<file path="config.mk">
export PLATFORM = sky130hd
export DESIGN_NAME = pipe_hazard_ctrl_flat
export DESIGN_NICKNAME = d
export VERILOG_FILES = /design/src/rtl/pipe_hazard_ctrl_pkg.sv /design/src/rtl/pipe_hazard_ctrl_if.sv /design/src/rtl/pipe_hazard_ctrl_cnt.sv /design/src/rtl/pipe_hazard_ctrl.sv /design/src/flat_wrapper.sv
export SDC_FILE = /design/constraint.sdc
export NUM_CORES = 1
export LEC_CHECK = 0
export ABC_AREA = 1
export CORE_ASPECT_RATIO = 0.75
export CORE_MARGIN = 4
export CORE_UTILIZATION = 56
export DETAILED_ROUTE_END_ITERATION = 8
export PLACE_DENSITY_LB_ADDON = 0.05
export SYNTH_ARGS = -nofsm -noshare
export SYNTH_HDL_FRONTEND = slang
export SYNTH_SLANG_ARGS = --single-unit
</file>
<file path="constraint.sdc">
create_clock -name clk -period 4.9 [get_ports clk]
set_input_delay 0.98 -clock clk [delete_from_list [all_inputs] [get_ports clk]]
set_output_delay 0.98 -clock clk [all_outputs]
set_load 0.02 [all_outputs]
</file>
<file path="src/rtl/pipe_hazard_ctrl_pkg.sv">
// pipe_hazard_ctrl_pkg: shared state encoding, opcode constants and counter sizing for the hazard controller.
package pipe_hazard_ctrl_pkg;
  typedef enum logic [2:0] {
    HZ_RUN      = 3'd0,
    HZ_MAC_BUSY = 3'd1,
    HZ_DRAIN    = 3'd2,
    HZ_HALTED   = 3'd3
  } hz_state_e;
  localparam logic [3:0] MAC_ALU = 4'd10;
  localparam logic [31:0] NOP_INST = 32'h0000_0013;
  function automatic int cnt_w(input int a, input int b);
    return $clog2(a > b ? a : b) + 1;
  endfunction
endpackage

</file>
<file path="src/rtl/pipe_hazard_ctrl_if.sv">
// pipe_hazard_ctrl_if: ID-side hazard inputs and pipeline-register controls of the sequencer.
interface pipe_hazard_ctrl_if #(parameter int CNT_W = 32);
  logic             stall_check;
  logic             br;
  logic [3:0]       id_alu_op;
  logic             halt_req;
  logic             halt_ack;
  logic             pc_we;
  logic             pc_sel;
  logic             ifid_we;
  logic             ifid_flush;
  logic             idex_flush;
  logic             ex_hold;
  logic [2:0]       ctrl_state;
  logic [CNT_W-1:0] stall_cnt;
  logic [CNT_W-1:0] flush_cnt;
  modport master (
    output stall_check, br, id_alu_op, halt_req,
    input  halt_ack, pc_we, pc_sel, ifid_we, ifid_flush, idex_flush, ex_hold, ctrl_state, stall_cnt, flush_cnt
  );
  modport slave (
    input  stall_check, br, id_alu_op, halt_req,
    output halt_ack, pc_we, pc_sel, ifid_we, ifid_flush, idex_flush, ex_hold, ctrl_state, stall_cnt, flush_cnt
  );
endinterface

</file>
<file path="src/rtl/pipe_hazard_ctrl_cnt.sv">
// hz_down_counter: loadable down counter shared by the MAC occupancy and drain phases.
module hz_down_counter #(parameter int W = 3) (
  input  logic         clk,
  input  logic         reset_n,
  input  logic         ld_i,
  input  logic [W-1:0] ld_val_i,
  input  logic         dec_i,
  output logic [W-1:0] cnt_o
);
  logic [W-1:0] cnt_q, cnt_d;
  always_comb cnt_d = ld_i ? ld_val_i : (dec_i ? cnt_q - 1'b1 : cnt_q);
  always_ff @(posedge clk or negedge reset_n)
    if (!reset_n) cnt_q <= '0;
    else cnt_q <= cnt_d;
  assign cnt_o = cnt_q;
endmodule

</file>
<file path="src/rtl/pipe_hazard_ctrl.sv">
// pipe_hazard_ctrl: pipeline sequencer for load-use bubbles, branch flushes, MAC occupancy and debug halt/drain.
module pipe_hazard_ctrl
  import pipe_hazard_ctrl_pkg::*;
#(
  parameter int MAC_LATENCY = 3,
  parameter int DRAIN_CYC   = 3,
  parameter int CNT_W       = 32
) (
  input  logic                 clk,
  input  logic                 reset_n,
  pipe_hazard_ctrl_if.slave    bus
);
  localparam int CW = cnt_w(MAC_LATENCY, DRAIN_CYC);
  hz_state_e state_q, state_d;
  logic [CNT_W-1:0] stall_cnt_q, stall_cnt_d, flush_cnt_q, flush_cnt_d;
  logic [CW-1:0] ld_val, cnt;
  logic ld, dec, halt_ack, pc_we, pc_sel, ifid_we, ifid_flush, idex_flush, ex_hold;
  hz_down_counter #(.W(CW)) u_cnt (
    .clk(clk), .reset_n(reset_n), .ld_i(ld), .ld_val_i(ld_val), .dec_i(dec), .cnt_o(cnt)
  );
  always_comb begin
    state_d    = state_q;
    ld         = 1'b0;
    ld_val     = '0;
    dec        = 1'b0;
    halt_ack   = 1'b0;
    pc_we      = 1'b0;
    pc_sel     = 1'b0;
    ifid_we    = 1'b0;
    ifid_flush = 1'b0;
    idex_flush = 1'b0;
    ex_hold    = 1'b0;
    case (state_q)
      HZ_RUN: begin
        pc_we   = 1'b1;
        ifid_we = 1'b1;
        if (bus.halt_req) begin
          pc_we      = 1'b0;
          ifid_we    = 1'b0;
          idex_flush = 1'b1;
          ld         = 1'b1;
          ld_val     = CW'(DRAIN_CYC - 1);
          state_d    = HZ_DRAIN;
        end else if (bus.stall_check) begin
          pc_we      = 1'b0;
          ifid_we    = 1'b0;
          idex_flush = 1'b1;
        end else if (bus.br) begin
          // the NOP load into IF/ID takes the register, so its write enable drops
          pc_sel     = 1'b1;
          ifid_flush = 1'b1;
          ifid_we    = 1'b0;
        end else if (bus.id_alu_op == MAC_ALU && MAC_LATENCY > 1) begin
          ld      = 1'b1;
          ld_val  = CW'(MAC_LATENCY - 1);
          state_d = HZ_MAC_BUSY;
        end
      end
      HZ_MAC_BUSY: begin
        idex_flush = 1'b1;
        ex_hold    = 1'b1;
        dec        = 1'b1;
        state_d    = cnt == CW'(1) ? HZ_RUN : HZ_MAC_BUSY;
      end
      HZ_DRAIN: begin
        idex_flush = 1'b1;
        dec        = cnt != '0;
        state_d    = cnt == '0 ? HZ_HALTED : HZ_DRAIN;
      end
      HZ_HALTED: begin
        halt_ack = 1'b1;
        state_d  = bus.halt_req ? HZ_HALTED : HZ_RUN;
      end
      default: state_d = HZ_RUN;
    endcase
  end
  assign stall_cnt_d = stall_cnt_q + CNT_W'(!pc_we);
  assign flush_cnt_d = flush_cnt_q + CNT_W'(ifid_flush);
  always_ff @(posedge clk or negedge reset_n)
    if (!reset_n) begin
      state_q     <= HZ_RUN;
      stall_cnt_q <= '0;
      flush_cnt_q <= '0;
    end else begin
      state_q     <= state_d;
      stall_cnt_q <= stall_cnt_d;
      flush_cnt_q <= flush_cnt_d;
    end
  // RUN enables are Mealy on a live state, so reset has to mask them explicitly
  assign bus.halt_ack   = reset_n & halt_ack;
  assign bus.pc_we      = reset_n & pc_we;
  assign bus.pc_sel     = reset_n & pc_sel;
  assign bus.ifid_we    = reset_n & ifid_we;
  assign bus.ifid_flush = reset_n & ifid_flush;
  assign bus.idex_flush = reset_n & idex_flush;
  assign bus.ex_hold    = reset_n & ex_hold;
  assign bus.ctrl_state = state_q;
  assign bus.stall_cnt  = stall_cnt_q;
  assign bus.flush_cnt  = flush_cnt_q;
endmodule

</file>
<file path="src/flat_wrapper.sv">
// flat-port wrapper written by rule: the top's interface ports become plain ports
module pipe_hazard_ctrl_flat import pipe_hazard_ctrl_pkg::*;
#(
  parameter int MAC_LATENCY = 3,
  parameter int DRAIN_CYC   = 3,
  parameter int CNT_W       = 32
)
  (clk, reset_n, bus_stall_check, bus_br, bus_id_alu_op, bus_halt_req, bus_halt_ack, bus_pc_we, bus_pc_sel, bus_ifid_we, bus_ifid_flush, bus_idex_flush, bus_ex_hold, bus_ctrl_state, bus_stall_cnt, bus_flush_cnt);
  pipe_hazard_ctrl_if #(.CNT_W(CNT_W)) bus_i ();
  input  logic clk;
  input  logic reset_n;
  input wire logic [$bits(bus_i.stall_check)-1:0] bus_stall_check;
  input wire logic [$bits(bus_i.br)-1:0] bus_br;
  input wire logic [$bits(bus_i.id_alu_op)-1:0] bus_id_alu_op;
  input wire logic [$bits(bus_i.halt_req)-1:0] bus_halt_req;
  output wire logic [$bits(bus_i.halt_ack)-1:0] bus_halt_ack;
  output wire logic [$bits(bus_i.pc_we)-1:0] bus_pc_we;
  output wire logic [$bits(bus_i.pc_sel)-1:0] bus_pc_sel;
  output wire logic [$bits(bus_i.ifid_we)-1:0] bus_ifid_we;
  output wire logic [$bits(bus_i.ifid_flush)-1:0] bus_ifid_flush;
  output wire logic [$bits(bus_i.idex_flush)-1:0] bus_idex_flush;
  output wire logic [$bits(bus_i.ex_hold)-1:0] bus_ex_hold;
  output wire logic [$bits(bus_i.ctrl_state)-1:0] bus_ctrl_state;
  output wire logic [$bits(bus_i.stall_cnt)-1:0] bus_stall_cnt;
  output wire logic [$bits(bus_i.flush_cnt)-1:0] bus_flush_cnt;
  assign bus_i.stall_check = bus_stall_check;
  assign bus_i.br = bus_br;
  assign bus_i.id_alu_op = bus_id_alu_op;
  assign bus_i.halt_req = bus_halt_req;
  assign bus_halt_ack = bus_i.halt_ack;
  assign bus_pc_we = bus_i.pc_we;
  assign bus_pc_sel = bus_i.pc_sel;
  assign bus_ifid_we = bus_i.ifid_we;
  assign bus_ifid_flush = bus_i.ifid_flush;
  assign bus_idex_flush = bus_i.idex_flush;
  assign bus_ex_hold = bus_i.ex_hold;
  assign bus_ctrl_state = bus_i.ctrl_state;
  assign bus_stall_cnt = bus_i.stall_cnt;
  assign bus_flush_cnt = bus_i.flush_cnt;
  pipe_hazard_ctrl #(.MAC_LATENCY(MAC_LATENCY), .DRAIN_CYC(DRAIN_CYC), .CNT_W(CNT_W)) u_core (.clk(clk), .reset_n(reset_n), .bus(bus_i));
endmodule
</file>
==> results.rst <==
Physical design figures
=======================

.. list-table::
   :header-rows: 1

   * - Metric
     - Value
   * - Startpoint of the worst register-to-register path
     - u_core.bus.ctrl_state[0]$_DFFE_PN0P_
   * - Area of the core region
     - 6960 um2
   * - Number of warnings issued by yosys
     - 0
   * - Sum of buffers and inverters on the critical path
     - 3
   * - Buffers inserted by post-CTS timing repair
     - 0
   * - I/O pin total
     - 83
   * - Worst-case setup margin in the final layout
     - 1.23 ns
   * - Sequential power
     - 0.000727 W
   * - Non-clock buffer total of the final layout
     - 82
   * - EDFF count, synth
     - 0
   * - Count of antenna-violating nets left after detailed routing
     - 0
   * - Busiest grt layer
     - met1
   * - Fraction of area in multi-input gates
     - 40.5%
   * - Fraction of the yosys area taken by sequential cells
     - 42.0%
   * - Number of distinct standard cells referenced by the synthesized netlist
     - 24
   * - # port buffers
     - 81
   * - DRC errors left
     - 0
   * - Fin. Hold Viols
     - 0
   * - Kind of critical path
     - input pin to primary output
   * - Power density over the cells
     - 337 nW/um2
   * - Dominant non-sequential cell family after synthesis
     - simple AND/OR/NAND/NOR gates
   * - Placed cell area
     - 5030 um2
   * - Routed Wire Length
     - 10.9 mm
   * - Iteration count of the initial detailed-routing pass
     - 5
   * - Library cell contributing the largest single delay on the critical path
     - sky130_fd_sc_hd__clkdlybuf4s50_1
   * - Total power
     - 0.00176 W
   * - Global-route wire length before repair
     - 18.4 mm
   * - Seq pwr share
     - 41.2%
   * - Share of post-route cells with drive strength above 1
     - 7.29%
   * - Num tapcells
     - 98
   * - Aggregate negative setup slack
     - 0 ns
   * - Final setup vio count
     - 0
   * - Number of flip-flops and latches in the synthesized netlist
     - 69
   * - Width of the die
     - 107 um
   * - Routability cong.
     - 0.890
   * - Mux share
     - 0%
   * - Count of cells resized by post-cts repair
     - 0
   * - Antenna violations before repair
     - 0
   * - Floorplan Nets
     - 598
   * - Worst setup path startpoint
     - bus_halt_req
   * - Clock input transition at the sequential cells of the worst setup and hold paths
     - 0.08 ns
   * - Met2 global-route usage
     - 39.6%
   * - Pre-placement core utilization
     - 59.0%
   * - CP dominant cell by count
     - sky130_fd_sc_hd__clkdlybuf4s50_1
   * - Count of vias placed by the detailed router
     - 3939
   * - RSZ-0062 raised after global routing
     - no
   * - Commonest non-fill, non-tap cell in the layout
     - sky130_fd_sc_hd__nand2_1
   * - Count of clock buffers in the final design
     - 9
   * - Late-Pin Clk Latency
     - 0.36 ns
   * - Count of warning messages emitted by the tools
     - 33
   * - Cts hold-fix bufs
     - 0
   * - Fin crit period
     - 3.67 ns
   * - Dpl hpwl
     - 8.46 mm
   * - Post-layout nets
     - 689
   * - Power drawn by the combinational cells
     - 0.000555 W
   * - Top-count cell post-synth
     - sky130_fd_sc_hd__nand2_1
   * - Largest cell class
     - multi-input combinational cells
   * - Antenna fix cells
     - 0
   * - Total cells reported by yosys after synthesis
     - 576
   * - Hold EP
     - u_core.bus.flush_cnt[31]$_DFF_PN0_
   * - Via count of the first global-routing pass
     - 3763
   * - Global routing met3 resource utilization
     - 5.67%
   * - Number of placed instances, taps included
     - 754
   * - Top-area cell share
     - 42.0%
   * - Worst hold path class
     - register to register
   * - MaxCap Viol Count
     - 0
   * - Worst relative slew slack
     - 40.8%
   * - Final non-filler cell area
     - 5230 um2
   * - Highest net fanout along the worst path
     - 6
   * - Multi-In Gates
     - 438
   * - Final core area utilization
     - 75.1%
   * - Smallest hold slack
     - 0.503 ns
   * - Slowest Stage Delay on Critical Path
     - 0.68 ns
   * - Worst hold start
     - u_core.bus.flush_cnt[31]$_DFF_PN0_
   * - Die Size
     - 8790 um2
   * - Gr ovfl total
     - 0
   * - Async SR Flop Fraction
     - 100%
   * - Pin count of the biggest net entering global routing
     - 70
   * - Synth Instances
     - 576
   * - Wire length per cell
     - 14.2 um
   * - Layout sequential cell count
     - 69
   * - Power share of the combinational group
     - 31.5%
   * - Crit path capture type
     - primary output
   * - Worst-case setup slack after placement
     - 1.24 ns
   * - Buffer type at the clock tree root
     - sky130_fd_sc_hd__clkbuf_8
   * - Sequential cell area share
     - 33.0%
   * - Sink Count
     - 69
   * - End of the worst register-to-register path
     - u_core.bus.flush_cnt[29]$_DFF_PN0_
   * - Hold path depth
     - 2
   * - Post-synthesis cell area
     - 4110 um2
   * - Endpoint required time on the critical path
     - 3.92 ns
   * - Met1 routing resource usage after global routing
     - 40.3%
   * - Vias/cell
     - 5.12
   * - FP Rows
     - 26
   * - Highest metal layer with signal wires
     - met4
   * - Critical Path AT
     - 2.69 ns
   * - Max Root-Sink Buffers
     - 2
   * - Non-Clock Buffer Area Fraction
     - 15.6%
   * - Library cell occupying the most area in the post-synthesis netlist
     - sky130_fd_sc_hd__dfrtp_1
   * - Maximum operating frequency
     - 0.273 GHz
   * - Synthesized-area fraction occupied by xor and xnor cells
     - 5.97%
   * - Status
     - finished, final reports clean
   * - Number of cells on the worst reg-to-reg path
     - 12
   * - Post-synth area from yosys stat
     - 4110 um2
   * - Y dimension of the die
     - 82.2 um
   * - Post-route met1 wirelength
     - 5.35 mm
   * - Number of max-slew violations in the final report
     - 0
   * - Sequential cell area
     - 1730 um2
   * - Avg Inst Size Synth
     - 7.14 um2
   * - Switching power of the nets
     - 0.000658 W
   * - Overall Global Routing Usage
     - 26.5%
   * - Clock tree from TritonCTS
     - built
   * - Flop-to-flop setup slack
     - 2.48 ns
   * - Filler Cells Inserted
     - 562
Selected gate families:
Scale bar: 20 um.
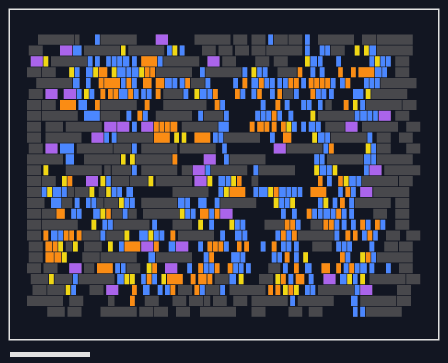
blue -> NAND gates  # cells 262, most used nand2_1
yellow -> inverters  # cells 67, most used inv_1, where spread over the die
purple -> XOR/XNOR gates  # cells 28, most used xor2_1, where spread over the die
orange -> NOR gates  # cells 125, most used nor2_1

Cell sizes after repair:
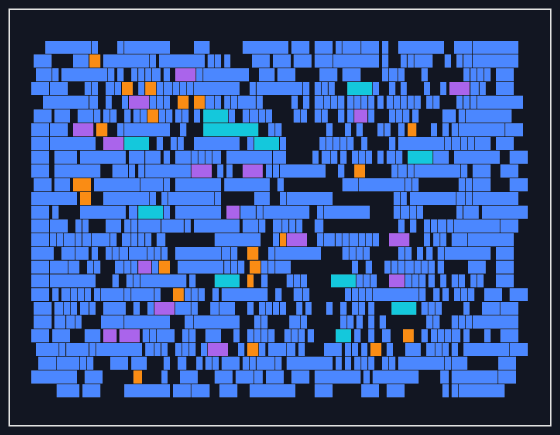
cyan -> drive 6 and up  # cells 11, most used clkbuf_8
blue -> drive 1 or less  # cells 623, most used nand2_1
purple -> drive 3 to 4  # cells 17, most used nor2_4
orange -> drive 2  # cells 21, most used nor2_2

Metal 3:
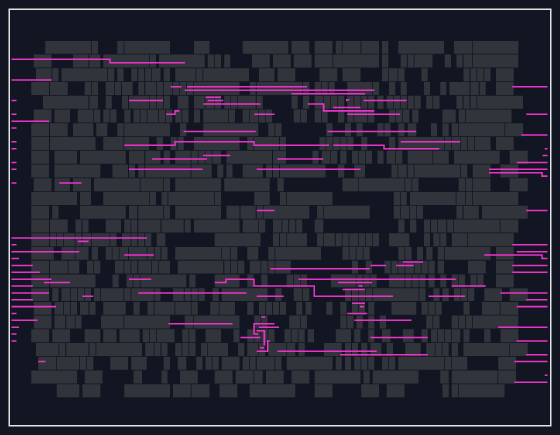
share of all routed wire = 8.0%
wire length on this layer = 868 um
main direction = horizontal
nets with wire on the layer = 102
longest straight run = 37.3 um

Clock distribution:
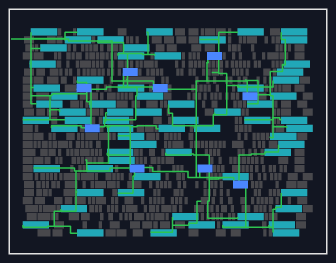
green -> clock wires  # length 965 um
blue -> cells driving clock nets  # count 9
cyan -> flip-flops  # count 69
routed clock nets = 10
Clk pwr share: 27.3%
worst-case clock skew: 0.0107 ns
Clock net power: 0.000482 W

Power and IR drop assume default switching activity.
